### src/rtl/rv32_ctrl_pkg.sv
// Shared encodings for the RV32I decode stage: opcodes, ALU/operand selects,
// branch one-hot positions, the ID/EX control bundle and the halt FSM states.
package rv32_ctrl_pkg;

  localparam logic [6:0] OP_R      = 7'b0110011;
  localparam logic [6:0] OP_I      = 7'b0010011;
  localparam logic [6:0] OP_LOAD   = 7'b0000011;
  localparam logic [6:0] OP_STORE  = 7'b0100011;
  localparam logic [6:0] OP_JAL    = 7'b1101111;
  localparam logic [6:0] OP_JALR   = 7'b1100111;
  localparam logic [6:0] OP_LUI    = 7'b0110111;
  localparam logic [6:0] OP_AUIPC  = 7'b0010111;
  localparam logic [6:0] OP_BRANCH = 7'b1100011;
  localparam logic [6:0] OP_SYSTEM = 7'b1110011;
  localparam logic [6:0] OP_ZERO   = 7'b0000000;

  localparam logic [6:0] FUNCT7_MULDIV = 7'b0000001;
  localparam logic [6:0] FUNCT7_HALT   = 7'b0000001;

  localparam logic [1:0] ALU_ADD   = 2'b00;
  localparam logic [1:0] ALU_BR    = 2'b01;
  localparam logic [1:0] ALU_FUNCT = 2'b10;
  localparam logic [1:0] ALU_M     = 2'b11;

  localparam logic [1:0] SRCA_RS1  = 2'b00;
  localparam logic [1:0] SRCA_PC   = 2'b01;
  localparam logic [1:0] SRCA_ZERO = 2'b10;
  localparam logic [1:0] SRCB_RS2  = 2'b00;
  localparam logic [1:0] SRCB_IMM  = 2'b01;
  localparam logic [1:0] SRCB_FOUR = 2'b10;

  localparam int BR_BEQ  = 0;
  localparam int BR_BNE  = 1;
  localparam int BR_BLT  = 2;
  localparam int BR_BGE  = 3;
  localparam int BR_BLTU = 4;
  localparam int BR_BGEU = 5;

  typedef enum logic [1:0] {
    ST_RUN    = 2'd0,
    ST_DRAIN  = 2'd1,
    ST_HALTED = 2'd2
  } state_t;

  typedef struct packed {
    logic       valid;
    logic       illegal;
    logic       reg_write;
    logic       mem_to_reg;
    logic       mem_read;
    logic       mem_write;
    logic       jal;
    logic       jalr;
    logic [1:0] alu_op;
    logic [1:0] src_a;
    logic [1:0] src_b;
    logic [5:0] branch;
  } ctrl_t;

endpackage

### src/rtl/decode_ctrl_pipe_if.sv
// Decode-stage bus. Handshake: an instruction moves from IF/ID into the stage on
// a rising edge where in_valid && in_ready && !flush; in_ready never depends on in_valid.
interface decode_ctrl_pipe_if #(parameter int CNT_W = 16);
  import rv32_ctrl_pkg::*;

  logic             in_valid;
  logic             in_ready;
  logic [31:0]      instr;
  logic             stall;
  logic             flush;
  logic             ex_valid;
  logic             ex_illegal;
  logic             ex_reg_write;
  logic             ex_mem_to_reg;
  logic             ex_mem_read;
  logic             ex_mem_write;
  logic             ex_jal;
  logic             ex_jalr;
  logic [1:0]       ex_alu_op;
  logic [1:0]       ex_alu_src_a;
  logic [1:0]       ex_alu_src_b;
  logic [5:0]       ex_branch;
  logic             halt;
  logic [CNT_W-1:0] illegal_count;
  state_t           dbg_state;

  modport master (
    output in_valid, instr, stall, flush,
    input  in_ready, ex_valid, ex_illegal, ex_reg_write, ex_mem_to_reg, ex_mem_read,
           ex_mem_write, ex_jal, ex_jalr, ex_alu_op, ex_alu_src_a, ex_alu_src_b,
           ex_branch, halt, illegal_count, dbg_state
  );

  modport slave (
    input  in_valid, instr, stall, flush,
    output in_ready, ex_valid, ex_illegal, ex_reg_write, ex_mem_to_reg, ex_mem_read,
           ex_mem_write, ex_jal, ex_jalr, ex_alu_op, ex_alu_src_a, ex_alu_src_b,
           ex_branch, halt, illegal_count, dbg_state
  );
endinterface

### src/rtl/ctrl_decode.sv
// Combinational RV32I instruction -> control bundle, with illegal and halt flags.
// Build option RV32M_EN: R-type funct7 0000001 decodes as an M-class ALU op.
module ctrl_decode
  import rv32_ctrl_pkg::*;
(
  input  logic [31:0] instr_i,
  output ctrl_t       ctrl_o,
  output logic        halt_o
);

  logic [6:0] opcode;
  logic [2:0] funct3;
  logic [6:0] funct7;
  logic       unused_fields;

  assign opcode        = instr_i[6:0];
  assign funct3        = instr_i[14:12];
  assign funct7        = instr_i[31:25];
  assign unused_fields = ^{instr_i[24:15], instr_i[11:7]};

  always_comb begin
    ctrl_o       = '0;
    ctrl_o.valid = 1'b1;
    halt_o       = 1'b0;
    case (opcode)
      OP_R: begin
        if (funct7 == FUNCT7_MULDIV) begin
`ifdef RV32M_EN
          ctrl_o.alu_op    = ALU_M;
          ctrl_o.reg_write = 1'b1;
`else
          ctrl_o.illegal   = 1'b1;
`endif
        end else begin
          ctrl_o.alu_op    = ALU_FUNCT;
          ctrl_o.reg_write = 1'b1;
        end
      end
      OP_I: begin
        ctrl_o.alu_op    = ALU_FUNCT;
        ctrl_o.src_b     = SRCB_IMM;
        ctrl_o.reg_write = 1'b1;
      end
      OP_LOAD: begin
        ctrl_o.src_b      = SRCB_IMM;
        ctrl_o.reg_write  = 1'b1;
        ctrl_o.mem_to_reg = 1'b1;
        ctrl_o.mem_read   = 1'b1;
      end
      OP_STORE: begin
        ctrl_o.src_b     = SRCB_IMM;
        ctrl_o.mem_write = 1'b1;
      end
      OP_JAL: begin
        ctrl_o.src_a     = SRCA_PC;
        ctrl_o.src_b     = SRCB_FOUR;
        ctrl_o.reg_write = 1'b1;
        ctrl_o.jal       = 1'b1;
      end
      OP_JALR: begin
        ctrl_o.src_a     = SRCA_PC;
        ctrl_o.src_b     = SRCB_FOUR;
        ctrl_o.reg_write = 1'b1;
        ctrl_o.jalr      = 1'b1;
      end
      OP_LUI: begin
        ctrl_o.src_a     = SRCA_ZERO;
        ctrl_o.src_b     = SRCB_IMM;
        ctrl_o.reg_write = 1'b1;
      end
      OP_AUIPC: begin
        ctrl_o.src_a     = SRCA_PC;
        ctrl_o.src_b     = SRCB_IMM;
        ctrl_o.reg_write = 1'b1;
      end
      OP_BRANCH: begin
        ctrl_o.alu_op = ALU_BR;
        case (funct3)
          3'd0:    ctrl_o.branch[BR_BEQ]  = 1'b1;
          3'd1:    ctrl_o.branch[BR_BNE]  = 1'b1;
          3'd4:    ctrl_o.branch[BR_BLT]  = 1'b1;
          3'd5:    ctrl_o.branch[BR_BGE]  = 1'b1;
          3'd6:    ctrl_o.branch[BR_BLTU] = 1'b1;
          3'd7:    ctrl_o.branch[BR_BGEU] = 1'b1;
          default: begin
            ctrl_o.alu_op  = ALU_ADD;
            ctrl_o.illegal = 1'b1;
          end
        endcase
      end
      OP_ZERO: ;
      // Every SYSTEM word is a NOP downstream; only the halt ecall has a side effect.
      OP_SYSTEM: halt_o = (funct3 == 3'd0) && (funct7 == FUNCT7_HALT);
      default:   ctrl_o.illegal = 1'b1;
    endcase
  end

endmodule

### src/rtl/decode_ctrl_pipe.sv
// Registered ID/EX decode stage: control register with flush/stall, illegal counter
// and the RUN/DRAIN/HALTED halt FSM. Build option RV32M_EN is handled in ctrl_decode.
module decode_ctrl_pipe
  import rv32_ctrl_pkg::*;
#(
  parameter int CNT_W        = 16,
  parameter int DRAIN_CYCLES = 3
) (
  input  logic               clk,
  input  logic               rst_n,
  decode_ctrl_pipe_if.slave  bus
);

  localparam int DW = (DRAIN_CYCLES > 1) ? $clog2(DRAIN_CYCLES) : 1;

  ctrl_t            dec_ctrl;
  logic             dec_halt;
  logic             in_ready;
  logic             accept;
  ctrl_t            ex_d, ex_q;
  logic [CNT_W-1:0] illegal_count_d, illegal_count_q;
  state_t           state_q;
  logic [DW-1:0]    drain_q;
  logic             halt_q;

  ctrl_decode u_decode (
    .instr_i (bus.instr),
    .ctrl_o  (dec_ctrl),
    .halt_o  (dec_halt)
  );

  assign in_ready = (state_q == ST_RUN) && !bus.stall;
  assign accept   = bus.in_valid && in_ready && !bus.flush;

  // Flush beats stall; anything not accepted or held becomes a bubble.
  always_comb begin
    ex_d = '0;
    if (bus.flush)       ex_d = '0;
    else if (bus.stall)  ex_d = ex_q;
    else if (accept)     ex_d = dec_ctrl;
  end

  always_comb begin
    illegal_count_d = illegal_count_q;
    if (accept && dec_ctrl.illegal && (illegal_count_q != {CNT_W{1'b1}}))
      illegal_count_d = illegal_count_q + 1'b1;
  end

  always_ff @(posedge clk) begin
    if (!rst_n) begin
      ex_q            <= '0;
      illegal_count_q <= '0;
    end else begin
      ex_q            <= ex_d;
      illegal_count_q <= illegal_count_d;
    end
  end

  always_ff @(posedge clk) begin
    if (!rst_n) begin
      state_q <= ST_RUN;
      drain_q <= '0;
      halt_q  <= 1'b0;
    end else begin
      case (state_q)
        ST_RUN: begin
          if (accept && dec_halt) begin
            state_q <= ST_DRAIN;
            drain_q <= DW'(DRAIN_CYCLES - 1);
          end
        end
        ST_DRAIN: begin
          if (drain_q == '0) begin
            state_q <= ST_HALTED;
            halt_q  <= 1'b1;
          end else begin
            drain_q <= drain_q - 1'b1;
          end
        end
        ST_HALTED: halt_q <= 1'b1;
        default: begin
          state_q <= ST_RUN;
          halt_q  <= 1'b0;
        end
      endcase
    end
  end

  assign bus.in_ready      = in_ready;
  assign bus.ex_valid      = ex_q.valid;
  assign bus.ex_illegal    = ex_q.illegal;
  assign bus.ex_reg_write  = ex_q.reg_write;
  assign bus.ex_mem_to_reg = ex_q.mem_to_reg;
  assign bus.ex_mem_read   = ex_q.mem_read;
  assign bus.ex_mem_write  = ex_q.mem_write;
  assign bus.ex_jal        = ex_q.jal;
  assign bus.ex_jalr       = ex_q.jalr;
  assign bus.ex_alu_op     = ex_q.alu_op;
  assign bus.ex_alu_src_a  = ex_q.src_a;
  assign bus.ex_alu_src_b  = ex_q.src_b;
  assign bus.ex_branch     = ex_q.branch;
  assign bus.halt          = halt_q;
  assign bus.illegal_count = illegal_count_q;
  assign bus.dbg_state     = state_q;

endmodule

### src/flat_wrapper.sv
// flat-port wrapper written by rule: the top's interface ports become plain ports
module decode_ctrl_pipe_flat import rv32_ctrl_pkg::*;
#(
  parameter int CNT_W        = 16,
  parameter int DRAIN_CYCLES = 3
)
  (clk, rst_n, bus_in_valid, bus_instr, bus_stall, bus_flush, bus_in_ready, bus_ex_valid, bus_ex_illegal, bus_ex_reg_write, bus_ex_mem_to_reg, bus_ex_mem_read, bus_ex_mem_write, bus_ex_jal, bus_ex_jalr, bus_ex_alu_op, bus_ex_alu_src_a, bus_ex_alu_src_b, bus_ex_branch, bus_halt, bus_illegal_count, bus_dbg_state);
  decode_ctrl_pipe_if #(.CNT_W(CNT_W)) bus_i ();
  input  logic clk;
  input  logic rst_n;
  input wire logic [$bits(bus_i.in_valid)-1:0] bus_in_valid;
  input wire logic [$bits(bus_i.instr)-1:0] bus_instr;
  input wire logic [$bits(bus_i.stall)-1:0] bus_stall;
  input wire logic [$bits(bus_i.flush)-1:0] bus_flush;
  output wire logic [$bits(bus_i.in_ready)-1:0] bus_in_ready;
  output wire logic [$bits(bus_i.ex_valid)-1:0] bus_ex_valid;
  output wire logic [$bits(bus_i.ex_illegal)-1:0] bus_ex_illegal;
  output wire logic [$bits(bus_i.ex_reg_write)-1:0] bus_ex_reg_write;
  output wire logic [$bits(bus_i.ex_mem_to_reg)-1:0] bus_ex_mem_to_reg;
  output wire logic [$bits(bus_i.ex_mem_read)-1:0] bus_ex_mem_read;
  output wire logic [$bits(bus_i.ex_mem_write)-1:0] bus_ex_mem_write;
  output wire logic [$bits(bus_i.ex_jal)-1:0] bus_ex_jal;
  output wire logic [$bits(bus_i.ex_jalr)-1:0] bus_ex_jalr;
  output wire logic [$bits(bus_i.ex_alu_op)-1:0] bus_ex_alu_op;
  output wire logic [$bits(bus_i.ex_alu_src_a)-1:0] bus_ex_alu_src_a;
  output wire logic [$bits(bus_i.ex_alu_src_b)-1:0] bus_ex_alu_src_b;
  output wire logic [$bits(bus_i.ex_branch)-1:0] bus_ex_branch;
  output wire logic [$bits(bus_i.halt)-1:0] bus_halt;
  output wire logic [$bits(bus_i.illegal_count)-1:0] bus_illegal_count;
  output wire logic [$bits(bus_i.dbg_state)-1:0] bus_dbg_state;
  assign bus_i.in_valid = bus_in_valid;
  assign bus_i.instr = bus_instr;
  assign bus_i.stall = bus_stall;
  assign bus_i.flush = bus_flush;
  assign bus_in_ready = bus_i.in_ready;
  assign bus_ex_valid = bus_i.ex_valid;
  assign bus_ex_illegal = bus_i.ex_illegal;
  assign bus_ex_reg_write = bus_i.ex_reg_write;
  assign bus_ex_mem_to_reg = bus_i.ex_mem_to_reg;
  assign bus_ex_mem_read = bus_i.ex_mem_read;
  assign bus_ex_mem_write = bus_i.ex_mem_write;
  assign bus_ex_jal = bus_i.ex_jal;
  assign bus_ex_jalr = bus_i.ex_jalr;
  assign bus_ex_alu_op = bus_i.ex_alu_op;
  assign bus_ex_alu_src_a = bus_i.ex_alu_src_a;
  assign bus_ex_alu_src_b = bus_i.ex_alu_src_b;
  assign bus_ex_branch = bus_i.ex_branch;
  assign bus_halt = bus_i.halt;
  assign bus_illegal_count = bus_i.illegal_count;
  assign bus_dbg_state = bus_i.dbg_state;
  decode_ctrl_pipe #(.CNT_W(CNT_W), .DRAIN_CYCLES(DRAIN_CYCLES)) u_core (.clk(clk), .rst_n(rst_n), .bus(bus_i));
endmodule
### config.mk
export PLATFORM = sky130hd
export DESIGN_NAME = decode_ctrl_pipe_flat
export DESIGN_NICKNAME = d
export VERILOG_FILES = /design/src/rtl/rv32_ctrl_pkg.sv /design/src/rtl/decode_ctrl_pipe_if.sv /design/src/rtl/ctrl_decode.sv /design/src/rtl/decode_ctrl_pipe.sv /design/src/flat_wrapper.sv
export SDC_FILE = /design/constraint.sdc
export NUM_CORES = 1
export LEC_CHECK = 0
export ABC_AREA = 1
export ABC_CLOCK_PERIOD_IN_PS = 1700
export CORE_ASPECT_RATIO = 0.6
export CORE_MARGIN = 2
export CORE_UTILIZATION = 40
export CTS_CLUSTER_DIAMETER = 100
export CTS_CLUSTER_SIZE = 24
export DETAILED_ROUTE_END_ITERATION = 8
export PLACE_DENSITY = 0.74
export SYNTH_ARGS = -nofsm -noshare
export SYNTH_HDL_FRONTEND = slang
export SYNTH_SLANG_ARGS = --single-unit
export TNS_END_PERCENT = 50
### constraint.sdc
create_clock -name clk -period 1.7 [get_ports clk]
set_clock_uncertainty 0.1 [all_clocks]
set_input_delay 0.425 -clock clk [delete_from_list [all_inputs] [get_ports clk]]
set_output_delay 0.425 -clock clk [all_outputs]
set_load 0.01 [all_outputs]
Figure 1. Clock routing (run 1).
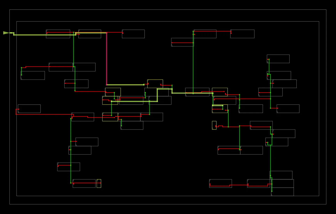
clk_buf instances: 8
power in the clock group: 0.000657 W
number of buffers created by CTS: 5
Clock Sinks: 40
FFs & Latches: 40

Figure 2. I/O nets highlighted (run 1).
Scale: 4 px per um.
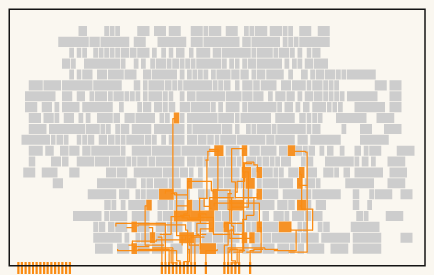
Orange stands for bus_instr, direction input, edge bottom, end cells 32, buffers 18, wire 644 um.
top-level port count: 77
I/O Buffers: 61

==> run summary, run 1 <==
Status on the layout run. Setup repair after global routing could not meet its margin everywhere. Per STA, the endpoint of the critical path is u_core.bus.illegal_count[13]. Endpoints with negative setup slack in the final report add up to 9. After Yosys synthesis, and, or, nand and nor cells account for 43.24% of the synthesized area. The run finished, with violations left.

Flip-flop and latch power landed at 0.000992 W. After detailed placement, the design holds a cell count of 553. Counting I/O delays and the setup requirement, the final critical path takes 1.752 ns.

Global-route wire length before repair landed at 12.56 mm. OpenROAD warning count landed at 46. Reported net switching power landed at 0.0007420 W. After detailed routing, the total wire length is 8.877 mm. The checks that failed: setup timing. Synthesized chip area reported by yosys landed at 2379 um^2. In the final routed layout, each cell accounts on average for 15.12 um. Transition time at the pin with the least slew margin landed at 0.3263 ns.

The critical path is of the in -> reg type. The cell family contributing the most delay on the critical path is simple AND/OR/NAND/NOR gates. Final worst slack landed at -0.05188 ns. Weighted congestion reported at the end of routability-driven placement landed at 0.9803. Floorplan core density landed at 42.10%. Multiplexer share of the synthesized area landed at 0%.

Of all power groups, the one with the highest power is sequential cells. Looking at the power breakdown, combinational cells take 31.4% of the total. Hold path depth landed at 2. The power report lists the combinational group at 0.000756 W. Total inserted antenna cells landed at 0. For hold timing, the worst endpoint is u_core.bus.ex_branch[4].

STA lists the startpoint of the worst hold path as u_core.bus.ex_branch[4]. Arrival time of data at the critical path endpoint landed at 1.84 ns. Worst slack after detailed placement landed at -0.6794 ns. Switching power share of the total landed at 30.85%. Final count of hold timing violations landed at 0. Maximum clock frequency landed at 0.5708 GHz. Once detail routing completed, the nets flagged for antenna violations numbered 0. Number of buffers between clock root and the deepest sink landed at 2.

Required time of the worst setup path landed at 1.79 ns. After global routing the overflow that remains totals 0. Post-route non-filler standard cell count landed at 587. Listed in order, past its start point the critical path passes buf_2 > inv_2 > nand2_4 > nor2_4 > nand2_1 > nand2_2 > nor2_1 > nand2_2 > buf_4 > nand2_4 > nand4_1 > nand2_1 > nor2_1.

Number of standard-cell rows in the floorplan landed at 21. For reference, full adder, half adder and majority cells occupy 3.156% of the area reported after synthesis. According to the floorplan report, the placeable core area is 5649 um^2.
Figure 3. Where the registers sit (run 1).
Scale: 4 px per um. Other sequential cells in the stronger grey, the rest of the logic in the fainter grey.
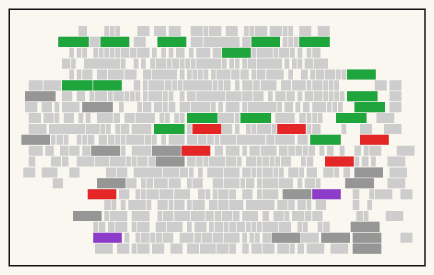
Green stands for u_core.bus.illegal_count, placed flops 16. Purple stands for u_core.bus.ex_alu_src_a, placed flops 2. Red stands for u_core.bus.ex_branch, placed flops 6.
Another 16 sequential cells are not coloured.

## run 1: what timing repair did
action | 4_1_cts | 5_1_grt
setup endpoints to repair | 60 | 51
endpoints found under the hold margin | 0 | 0
setup buffers | 10 | 13
pin swaps | 24 | 38
cloned | 3 | 1
resized | 92 | 90
## run 1: final cells by class
class | instances | area (um^2)
multi-input combinational | 271 | 1610
timing repair buffer | 128 | 1176
clock buffer | 8 | 90.09
fill | 425 | 1622
sequential | 40 | 815.8
inverter | 60 | 235.2
tap | 80 | 100.1
## run 1: cell usage after synthesis, types with 2 or more instances
cell	n	area share, %
nor3_1	7	1.5
nand3_2	6	2.5
dfxtp_1	40	34
nor2_1	55	8.7
nand4_1	21	5.5
inv_1	54	8.5
nand2_1	107	17
clkbuf_1	4	0.63
a21oi_1	25	5.3
o21ai_0	6	1.3
nand2_2	2	0.53
inv_2	5	0.79
nand3_1	24	5.1
buf_4	4	1.3
ha_1	6	3.2
buf_2	2	0.42
nor2_2	3	0.79
## run 1: metrics by stage
stage / hold slack (ns) / setup TNS [ns] / util [%] / power, W
2_1_floorplan: 0.3393 / 0 / - / 0.001312
3_3_place_gp: 0.3498 / -16.37 / 59.80 / 0.001572
3_5_place_dp: 0.3547 / -18.11 / 59.80 / 0.001590
4_1_cts: 0.3667 / -0.04365 / 64.98 / 0.002292
5_1_grt: 0.3551 / -1.927 / 71.30 / 0.002535
6_report: 0.3603 / -0.1313 / 71.30 / 0.002405
## run 1: per-layer routing
metal	vias up	share of wire, %	GRT usage (%)
met5	-	0	0
met3	44	10	5.816
met2	218	43	36.84
li1	1465	-	-
met4	0	3.7	4.730
met1	1424	43	32.31
## run 1: tightest hold or removal path: cells and delay by family (launching register included)
kind             cells  cell delay, ns
flip-flops           1            0.31
AND-OR/OR-AND        1            0.05
AND/OR/NAND/NOR      1            0.06
==> run 1 -> run 2 <==
CORE_MARGIN = 10   (was 2)
Figure 4. Cell density map (run 2).
Scale: 2 px per um. The die is cut into 12 by 8 equal tiles; dark purple is low, yellow is high, 0 to 100% covered.
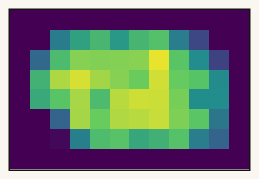
The densest ninth of the die: middle. 24% of the tiles are over 75% full. The emptiest ninth of the die: bottom left. 42% of the tiles are nearly empty. The mean over all tiles is 39%.
fraction of the core area occupied by cells at floorplan: 41.91%
area of the core region: 5675 um^2

==> run 2 against run 1 <==
Compared with the run above:
- the flow still finishes with violations (setup timing)
- register-to-register slack better by 0.04 ns
- non-clock buffer count down 10
- cell area down 6.1%
- worst setup slack better by 0.027 ns
- count of clock-buffer cells in the layout down 3
- sequential power about the same
- area after synthesis unchanged
- die size up 44%
- global-route usage down 6.9 points
- sequential share of layout area up 1.2 points
- sequential cell count unchanged
- critical path type is now reg -> out
==> run summary, run 2 <==
Status on the layout run. The run finished, with violations left. The checks that failed: setup timing. For this run, the share of the core covered by cells in the final layout is 66.62%. Looking at area per cell type in the netlist, the leader is dfxtp_1.

Total congestion overflow landed at 0. Sorting the synthesis cell report by count puts at the top nand2_1. The number of gates resized after CTS was 90.

After the flow finishes, the layout carries non-filler instances totaling 577. The transition time recorded at the tightest slew-check pin is 0.3456 ns. The placement summary gives the final routability congestion estimate as 0.9586. Per the detail_route log, the uppermost layer with routed signals is met4.

Counting instances, the worst hold path has a depth of 3. Worst slack after detailed placement landed at -0.6383 ns. Final total negative setup slack landed at -0.02477 ns. The repair_antennas step left the layout with diodes totalling 0. After synthesis, the cell types taking the most area are dfxtp_1, nand2_1, nor2_1.

Setup repair after global routing could not meet its margin everywhere. The highest clock rate this design can be run at is 0.5798 GHz. Summed over all layers, the routed wires come to 8.094 mm. Per the synthesis report, the single largest cell type by area occupies 33.67% of cell area.

Counting instances in the post-synthesis netlist gives the leading cell types as nand2_1, nor2_1, inv_1, dfxtp_1, a21oi_1. Post-route worst hold slack landed at 0.3283 ns. Synthesized chip area reported by yosys landed at 2379 um^2.

The number of setup buffers added after CTS is 7. The critical path is of the reg -> out type. Arrival time of data at the critical path endpoint landed at 1.20 ns.

STA puts the critical path data required time at 1.17 ns. Setup violation total in the final timing report landed at 1. The detailed router reports a met3 wire length of 714 um. The layout has 482 filler cells. Number of sinks handled by clock tree synthesis landed at 40. Number of placed I/O pins landed at 77. The logs give a warning total of 46. Total design power landed at 0.002349 W. Once routing completed, OpenROAD measured the worst setup slack at -0.02477 ns. Final antenna-violating net count landed at 0.

Looking at hold timing, the worst path starts from bus_instr[3]. Global-route wire length before repair landed at 12.94 mm. Counting tap cells, the placed design contains a total of 554 instances. Row generation in the floorplan step produced 21 rows.

The multi-input combinational cells in the finished layout cover a total of 1554 um^2. Hold analysis lists the worst path endpoint as u_core.bus.ex_jal. Length of routed wiring on met1 landed at 3.721 mm.
Figure 5. Clock routing (run 2).
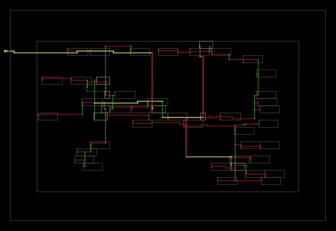
clk_buf instances: 5
power in the clock group: 0.000672 W
clock insertion delay at the later pin of the skew report: 0.32 ns

==> run 2: cell families after synthesis <==
kind of cell / share of synthesized area (%)
compound gates: 7.049
simple gates: 43.24
buf+inv: 12.89
flops: 33.67
fa+ha+maj: 3.156
==> run 2: report_power, final <==
part           leakage [nW]  internal, W  switching [W]
clock network        0.0479     0.000287       0.000385
registers             0.326     0.000971      0.0000205
logic                  1.45     0.000318       0.000368
==> run 2: cell type report <==
cell class	instances	area share (%)
clock buffers	5	1.820
clock inverters	3	0.4964
inverters	60	6.022
multi-input cells	271	41.10
flip-flops and latches	40	21.41
well taps	80	2.647
repair buffers	118	26.51
==> run 2: metal layers <==
metal	global-route usage, %	up-vias
li1	-	1434
met1	21.14	1306
met2	25.49	118
met3	4.802	13
met4	5.516	0
met5	0	-
==> run 2: worst max path at each step <==
| stage | from | endpoint | slack [ns] | cells past startpoint |
|---|---|---|---|---|
| 2_1_floorplan | u_core.bus.dbg_state[0] | u_core.bus.illegal_count[3] | 0.006 | 11 |
| 3_3_place_gp | bus_instr[5] | u_core.bus.illegal_count[0] | -0.57 | 11 |
| 3_5_place_dp | bus_instr[2] | u_core.bus.illegal_count[1] | -0.64 | 13 |
| 4_1_cts | u_core.bus.dbg_state[0] | bus_in_ready | -0.08 | 5 |
| 5_1_grt | u_core.bus.dbg_state[1] | u_core.bus.illegal_count[11] | -0.09 | 12 |
| 6_report | u_core.bus.dbg_state[1] | bus_in_ready | -0.02 | 6 |
==> run 2: critical path, cell delays in order, from the launching register on <==
cell and delay (ns):
dfxtp_2 0.34, inv_2 0.05, ha_4 0.16, inv_4 0.06, nor2_4 0.03, buf_4 0.12
buf_2 0.13
Power and IR drop assume default switching activity.
